`config.mk`:
```
export PLATFORM = sky130hd
export DESIGN_NAME = bin_to_onehot_pipe
export DESIGN_NICKNAME = d
export VERILOG_FILES = /design/src/rtl/bin_to_onehot_pkg.sv /design/src/rtl/bin_to_onehot_dec.sv /design/src/rtl/bin_to_onehot_pipe.sv
export SDC_FILE = /design/constraint.sdc
export NUM_CORES = 1
export LEC_CHECK = 0
export CORE_UTILIZATION = 55
export CTS_CLUSTER_SIZE = 25
export DETAILED_ROUTE_END_ITERATION = 8
export HOLD_SLACK_MARGIN = 0.02
export PLACE_DENSITY = 0.84
export SYNTH_ARGS = -nofsm -noshare
export SYNTH_HDL_FRONTEND = slang
export SYNTH_HIERARCHICAL = 1
export SYNTH_SLANG_ARGS = --single-unit
```
`constraint.sdc`:
```
create_clock -name clk_i -period 4.3 [get_ports clk_i]
set_clock_uncertainty 0.1 [all_clocks]
set_input_delay 0.86 -clock clk_i [delete_from_list [all_inputs] [get_ports clk_i]]
set_output_delay 0.86 -clock clk_i [all_outputs]
set_load 0.1 [all_outputs]
```
`src/rtl/bin_to_onehot_pkg.sv`:
```
// bin_to_onehot_pkg: shared width helper and handshake state encoding
package bin_to_onehot_pkg;
    function automatic int bin_width(input int n);
        return (n <= 1) ? 1 : $clog2(n);
    endfunction
    typedef enum logic [1:0] {
        EMPTY = 2'b00,
        ONE   = 2'b10,
        TWO   = 2'b11
    } state_t;
endpackage

```
`src/rtl/bin_to_onehot_dec.sv`:
```
// bin_to_onehot_dec: combinational index decode with out-of-range flag
module bin_to_onehot_dec #(
    parameter int ONEHOT_WIDTH = 8,
    parameter int BIN_WIDTH = 3
) (
    input  logic [BIN_WIDTH-1:0]    bin,
    output logic [ONEHOT_WIDTH-1:0] onehot,
    output logic                    oor
);
    assign oor = {1'b0, bin} >= (BIN_WIDTH+1)'(ONEHOT_WIDTH);
    assign onehot = oor ? '0 : ONEHOT_WIDTH'(1) << bin;
endmodule

```
`src/rtl/bin_to_onehot_pipe.sv`:
```
// bin_to_onehot_pipe: registered binary-to-one-hot decoder with skid buffer and error counter
module bin_to_onehot_pipe
    import bin_to_onehot_pkg::*;
#(
    parameter int ONEHOT_WIDTH = 8,
    parameter int BIN_WIDTH = bin_width(ONEHOT_WIDTH),
    parameter int ERR_CNT_WIDTH = 8
) (
    input  logic                     clk_i,
    input  logic                     rst_ni,
    input  logic [BIN_WIDTH-1:0]     bin_i,
    input  logic                     in_valid_i,
    output logic                     in_ready_o,
    output logic [ONEHOT_WIDTH-1:0]  onehot_o,
    output logic                     oor_o,
    output logic                     out_valid_o,
    input  logic                     out_ready_i,
    output logic [ERR_CNT_WIDTH-1:0] err_cnt_o,
    input  logic                     err_clr_i
);
    typedef struct packed {
        logic [ONEHOT_WIDTH-1:0] onehot;
        logic                    oor;
    } entry_t;
    state_t state, state_nxt;
    entry_t dec, main_q, skid_q;
    logic [ONEHOT_WIDTH-1:0] dec_onehot;
    logic dec_oor, in_fire, out_fire;
    bin_to_onehot_dec #(
        .ONEHOT_WIDTH(ONEHOT_WIDTH),
        .BIN_WIDTH(BIN_WIDTH)
    ) u_dec (
        .bin(bin_i),
        .onehot(dec_onehot),
        .oor(dec_oor)
    );
    assign dec = '{onehot: dec_onehot, oor: dec_oor};
    // state bits are {main_valid, skid_valid}, so ready is a direct flop output
    assign in_ready_o = ~state[0];
    assign out_valid_o = state[1];
    assign onehot_o = main_q.onehot;
    assign oor_o = main_q.oor;
    assign in_fire = in_valid_i && in_ready_o;
    assign out_fire = out_valid_o && out_ready_i;
    always_comb begin
        state_nxt = state;
        case (state)
            EMPTY:   state_nxt = in_fire ? ONE : EMPTY;
            ONE:     state_nxt = (in_fire && !out_fire) ? TWO : (!in_fire && out_fire) ? EMPTY : ONE;
            TWO:     state_nxt = out_fire ? ONE : TWO;
            default: state_nxt = EMPTY;
        endcase
    end
    always_ff @(posedge clk_i or negedge rst_ni) begin
        if (!rst_ni) begin
            state  <= EMPTY;
            main_q <= '0;
            skid_q <= '0;
        end else begin
            state <= state_nxt;
            if (state == TWO && out_fire)
                main_q <= skid_q;
            else if (in_fire && (state == EMPTY || out_fire))
                main_q <= dec;
            if (in_fire && state == ONE && !out_fire)
                skid_q <= dec;
        end
    end
    always_ff @(posedge clk_i or negedge rst_ni) begin
        if (!rst_ni)
            err_cnt_o <= '0;
        else if (err_clr_i)
            err_cnt_o <= '0;
        else if (in_fire && dec_oor && err_cnt_o != '1)
            err_cnt_o <= err_cnt_o + 1'b1;
    end
endmodule

```
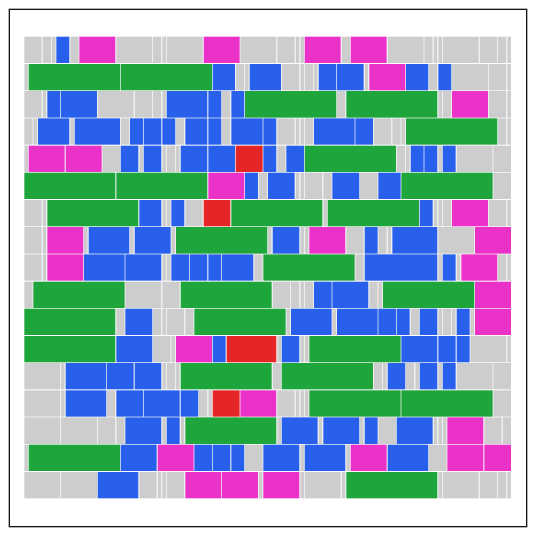
Figure 1: run 1, cell classes on the final placement.
Scale: 10 px per µm. Fill, decap, tap and diode cells in gray.
- blue: combinational and other logic (cells 91)
- red: clock drivers and dummy loads (cells 4)
- green: flops (cells 28)
- magenta: other buffers and delay cells (cells 27)
Core Region: 0.002255 mm²
utilization after layout: 74.14%
flop share of the area: 41.92%
fin area: 0.001672 mm²
standard-cell rows: 17

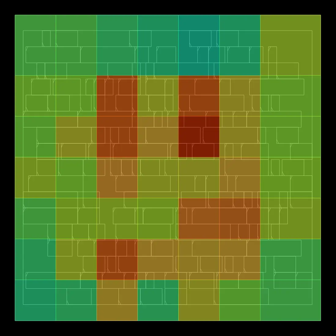
Figure 2: run 1, congestion heat map.
busiest layer in global routing: met2
met1 GRT Util: 26.74%
Tot GR Track Use: 22.47%

==> impl_metrics.py, run 1 <==
# Auto-generated metrics
metrics = {
    "synthesis": {
        "synth_area_mm2": 0.001353,
        "ys_cells": 123,
        "syn_area_per_cell_um2": 11.00,
    },
    "layout": {
        "area_growth_pct": 23.59,
        "nFillCells": 170,
        "regArea_um2": 700.7,
        "nets": 160,
    },
    "outcome": {
        "status": "finished clean",
    },
    "power": {
        "combPwrFrac_pct": 39.1,
        "power.static_leakage_uw": 0.0007842,
        "switching_power_uw": 313.1,
    },
    "global_route": {
        "globalRouteOverflowTotal": 0,
        "grt_pass1_vias": 1039,
        "grt_max_degree": 29,
        "grt_pass1_wl_um": 4298,
        "grt_use_met2_pct": 40.69,
    },
    "clocking": {
        "cts.reportedPaths.clkPinSlew_ns": 0.15,
        "hold_buffers": 0,
        "postCtsSetupBuffers": 0,
        "cts_buffers": 3,
    },
    "routing": {
        "drt-total-wl_um": 2628,
        "drcViolationCount": 0,
        "routed-wl-met3_um": 65,
        "wl_met1_um": 1189,
        "vias": 1017,
        "wl_per_cell_um": 14.76,
    },
    "worst_setup_path": {
        "crit_path_end_kind": "output port",
        "reg2reg_depth": 4,
        "arrival_ns": 2.02,
        "r2r-start": "state[0]",
    },
    "sta": {
        "max-slew-margin-rel_pct": 30.83,
        "period_minus_slack_ns": 2.980,
        "finalSetupViolations": 0,
    },
    "place": {
        "placedCellCount": 174,
        "placed_area_mm2": 0.001635,
    },
    "min_path": {
        "min_path_cells": 1,
    },
    "flow_run": {
        "maxCapViolCount": 0,
    },
    "floorplanning": {
        "dieHeight_um": 51.59,
        "fp_util_pct": 59.99,
    },
}
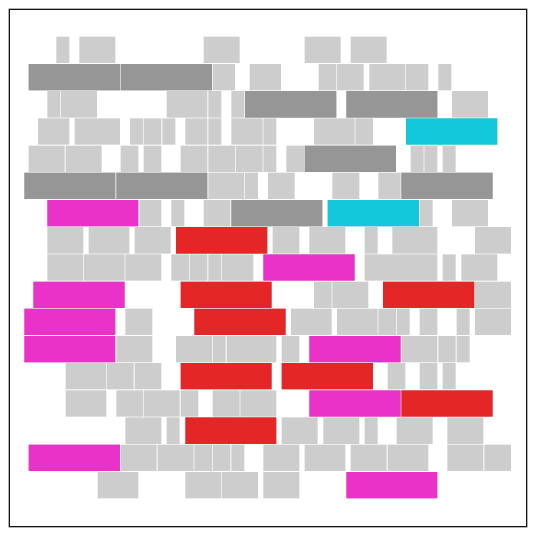
Figure 3: run 1, where the registers sit.
Scale: 10 px per µm.
- red: onehot_o (sequential cells 8)
- cyan: state (sequential cells 2)
- magenta: skid_q (sequential cells 9)

## run 1: worst max-delay path by stage
stage	slack [ns]	from	end
6_report	1.32	state[0]	in_ready_o
2_1_floorplan	2.18	state[0]	skid_q[0]
5_1_grt	1.26	state[0]	in_ready_o
3_5_place_dp	1.46	in_valid_i	onehot_o[3]
4_1_cts	1.32	state[0]	in_ready_o
3_3_place_gp	1.63	in_valid_i	onehot_o[2]
## run 1: layout by cell type, fill, tap and decap left out, drive strengths merged, types with 4 or more instances in the layout
| cell | netlist | routed |
|---|---|---|
| inv | 4 | 4 |
| nand2 | 6 | 6 |
| mux2i | 10 | 10 |
| clkdlybuf4s50 | 0 | 26 |
| dfrtp | 28 | 28 |
| nor2 | 17 | 17 |
| a21oi | 12 | 12 |
| mux2 | 10 | 10 |
| clkbuf | 1 | 4 |
## run 1: sequential cells by signal, indices dropped and copies added, names as in the netlist
signal / count
state: 2
onehot_o: 8
skid_q: 9
oor_o: 1
err_cnt_o: 8
## run 1: critical path, delay by kind of cell (launching register included)
kind,cells,cell delay [ns]
DFF,1,0.46
buffers and inverters,2,1.23
## run 1: cell families after synthesis
| kind of cell | count (synthesis) | share of synthesized area, % |
|---|---|---|
| other | 1 | 0.2773 |
| XOR/XNOR | 3 | 1.943 |
| adder cells (fa/ha/maj) | 1 | 0.9249 |
| AND-OR/OR-AND | 20 | 8.973 |
| AND/OR/NAND/NOR | 42 | 17.76 |
| buffers and inverters | 8 | 2.589 |
| multiplexers | 20 | 15.73 |
| flip-flops | 28 | 51.80 |
## run 1: area by class of cell
class / instances / share of cell area (%)
clock buffers: 4 / 2.171
inverters: 4 / 0.8982
multi-input cells: 87 / 36.90
flip-flops and latches: 28 / 41.92
well taps: 28 / 2.096
repair buffers: 27 / 16.02
## run 1: cell usage after synthesis
cell type | count | area [µm²]
nand3_1 | 3 | 15.01
o31ai_1 | 2 | 15.01
nor2_1 | 16 | 60.06
xor2_1 | 1 | 8.760
mux2i_1 | 10 | 100.1
mux2_2 | 10 | 112.6
and4_4 | 1 | 11.26
buf_2 | 1 | 5.000
nor3b_1 | 3 | 22.52
a211oi_1 | 1 | 7.510
nand2_1 | 6 | 22.52
a211oi_2 | 1 | 12.51
buf_4 | 1 | 7.510
nor2_2 | 1 | 6.260
or3_1 | 1 | 6.260
a21o_1 | 1 | 7.510
nor2b_1 | 2 | 12.51
and3b_2 | 3 | 30.03
clkbuf_1 | 1 | 3.750
nor3_1 | 1 | 5.000
xnor2_1 | 2 | 17.52
buf_1 | 1 | 3.750
a2111oi_0 | 1 | 8.760
dfrtp_1 | 28 | 700.7
inv_1 | 4 | 15.01
ha_1 | 1 | 12.51
nand3b_4 | 1 | 20.02
conb_1 | 1 | 3.750
a21oi_1 | 12 | 60.06
and3_2 | 1 | 7.510
or4_1 | 2 | 15.01
and3_1 | 1 | 6.260
o21ai_0 | 2 | 10.01
## run 1: power by group through the flow
stage	Clock [µW]	Combinational, µW	Sequential [µW]
finish	129	288	318
global route	140	300	322
CTS	130	288	319
detailed placement	0	288	323
global placement	0	282	322
floorplan	0	62.8	475
--- run 2 (diff from run 1) ---
--- a/config.mk
+++ b/config.mk
@@ -5,11 +5,11 @@
 export SDC_FILE = /design/constraint.sdc
 export NUM_CORES = 1
 export LEC_CHECK = 0
-export CORE_UTILIZATION = 55
+export CORE_UTILIZATION = 51
 export CTS_CLUSTER_SIZE = 25
 export DETAILED_ROUTE_END_ITERATION = 8
 export HOLD_SLACK_MARGIN = 0.02
-export PLACE_DENSITY = 0.84
+export PLACE_DENSITY = 0.79
 export SYNTH_ARGS = -nofsm -noshare
 export SYNTH_HDL_FRONTEND = slang
 export SYNTH_HIERARCHICAL = 1
==> constraint.sdc (replaced) <==
create_clock -name clk_i -period 3.1 [get_ports clk_i]
set_clock_uncertainty 0.1 [all_clocks]
set_input_delay 0.62 -clock clk_i [delete_from_list [all_inputs] [get_ports clk_i]]
set_output_delay 0.62 -clock clk_i [all_outputs]
set_load 0.1 [all_outputs]
==> run 2 against run 1 <==
Against the previous run:
- power is 36% higher
- hold slack worse by 0.00085 ns
- utilization is 8.8 points lower
- global-route usage is 4.0 points lower
- cell area is 2.2% lower
- first-iteration DRC count is 48% lower
- sequential share of layout area is 0.96 points higher
- wire length is 9.6% lower
- sequential cell count stayed put
- via count is 4.6% lower
- largest cell class unchanged
==> impl_metrics.py, run 2 <==
# Auto-generated metrics
metrics = {
    "synthesis": {
        "flop_cell": "dfrtp_1",
        "syn_area_per_cell_um2": 11.00,
        "async_flop_share_pct": 100.0,
        "synth-edff-count": 0,
        "top_cell_area_share_pct": 51.80,
        "most_common_cell": "dfrtp_1",
        "synth_area_leader_cell": "dfrtp_1",
        "ys_cells": 123,
        "top_cells_by_area": "dfrtp_1 (52%), mux2_2 (8.3%), mux2i_1 (7.4%)",
        "common_cells": "dfrtp_1 (28), nor2_1 (16), a21oi_1 (12)",
        "synth_area_mm2": 0.001353,
    },
    "layout": {
        "largest_register_ff_count": 9,
        "nets": 161,
        "n_antenna_cell": 0,
        "top_register": "skid_q",
        "final_cell_mix": "dfrtp_1 (28), buf_4 (21), nor2_1 (16)",
        "layout_top_cell": "dfrtp_1",
    },
    "outcome": {
        "status": "finished clean",
    },
    "worst_setup_path": {
        "critPathMaxFanout": 10,
        "crit_path_end_kind": "register",
        "r2r-start": "state[0]",
        "arrival_ns": 2.25,
        "cp_top_family": "buffers and inverters",
        "crit_buf_inv": 2,
    },
    "sta": {
        "max-slew-margin-rel_pct": 60.39,
        "period_minus_slack_ns": 2.092,
        "finalSetupViolations": 0,
    },
    "global_route": {
        "grt_pass1_wl_um": 3788,
        "grt_pass1_vias": 827,
        "grtUsageTotal_pct": 18.47,
        "grt_max_degree": 29,
        "globalRouteOverflowTotal": 0,
    },
    "floorplanning": {
        "fp_util_pct": 54.10,
        "dieHeight_um": 53.50,
    },
    "routing": {
        "vias": 970,
        "wl_per_cell_um": 13.12,
        "drcViolationCount": 0,
    },
    "clocking": {
        "cts_buffers": 3,
        "hold_buffers": 0,
        "postCtsSetupBuffers": 0,
    },
    "power": {
        "power.static_leakage_uw": 0.0008152,
    },
    "place": {
        "gp_congestion": 0.7163,
    },
}
[run 2: through the flow]
step / cell area [µm²] / std cells / total power, µW / setup slack (ns)
after detailed placement: 1598 / 177 / 837.0 / 0.6741
after CTS: 1634 / 181 / 1012 / 1.019
final: 1634 / 181 / 1001 / 1.008
after floorplan: 1353 / 123 / 745.4 / 0.9797
after global placement: 1598 / 177 / 831.2 / 0.7331
after global routing: 1634 / 181 / 1046 / 0.8610
[run 2: final timing paths]
check                          endpoint  slack (ns)  cells past startpoint
max in group asynchronous     skid_q[8]        2.10                      2
setup reg to reg            onehot_o[6]        1.38                      5
min in group asynchronous  err_cnt_o[5]        0.55                      2
hold / removal                skid_q[1]        0.42                      1
hold reg to reg               skid_q[1]        0.42                      1
setup / recovery            onehot_o[6]        1.01                      6
[run 2: kinds of logic after synthesis]
family / Yosys count / synth area share [%]
buffers and inverters: 8 / 2.589
other: 1 / 0.2773
adders and majority gates: 1 / 0.9249
DFF: 28 / 51.80
muxes: 20 / 15.73
and+or+nand+nor: 42 / 17.76
AOI/OAI and AO/OA: 20 / 8.973
xor gates and xnor gates: 3 / 1.943
[run 2: worst register-to-register path: stages, from the launching register on]
cell and delay (ns):
dfrtp_1 0.46, nor2b_1 0.17, a211oi_2 0.48, buf_4 0.28, nor2_1 0.06, a21oi_1 0.11
[run 2: where the power goes]
part | internal [µW] | switching, µW | total (µW) | leakage (µW)
Combinational | 92.4 | 296 | 388 | 0.000432
Sequential | 412 | 27.8 | 440 | 0.000362
Clock | 71.8 | 101 | 173 | 0.0000210
[run 2: per-layer routing]
layer | track usage (%) | vias to the layer above | routed length, µm
li1 | - | 489 | -
met1 | 26.16 | 460 | 1151
met2 | 28.13 | 19 | 1124
met3 | 2.874 | 2 | 82
met4 | 7.018 | 0 | 16
met5 | 0 | - | 0
[run 2: layout make-up]
| type | count | area (µm²) |
|---|---|---|
| Multi-Input combinational cell | 87 | 616.8 |
| Clock buffer | 4 | 36.28 |
| Inverter | 4 | 15.01 |
| Tap cell | 30 | 37.54 |
| Timing Repair Buffer | 28 | 227.7 |
| Sequential cell | 28 | 700.7 |
| Fill cell | 204 | 865.8 |
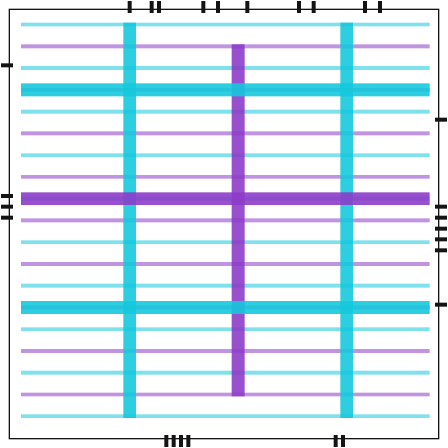
Figure 4: run 2, supply network.
Scale: 8 px per µm. Pins as bars on the die edge.
- cyan: VSS
- purple: VDD
- rows: 18
- met5 straps: 3
- signal pins: 27

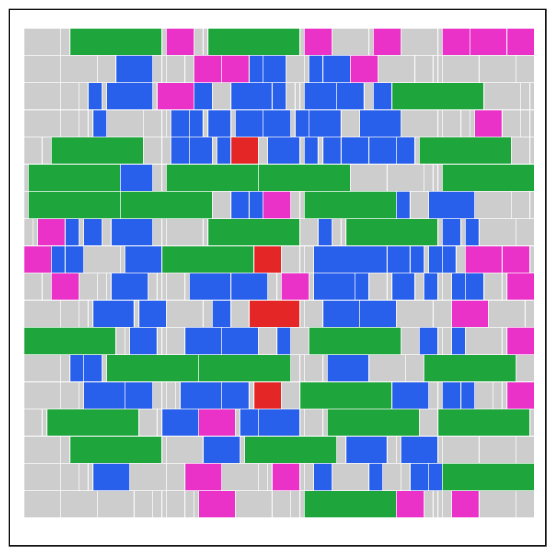
Figure 5: run 2, cell classes on the final placement.
Scale: 10 px per µm. Fill, decap, tap and diode cells in gray.
- red: clock drivers and dummy loads (cells 4)
- green: flops (cells 28)
- blue: combinational and other logic (cells 91)
- magenta: other buffers and delay cells (cells 28)
utilization after layout: 65.37%
flop share of the area: 42.88%
Core Region: 0.002500 mm²
fin area: 0.001634 mm²
standard-cell rows: 18

No activity file was given, so power comes from the tool's default toggle rates.
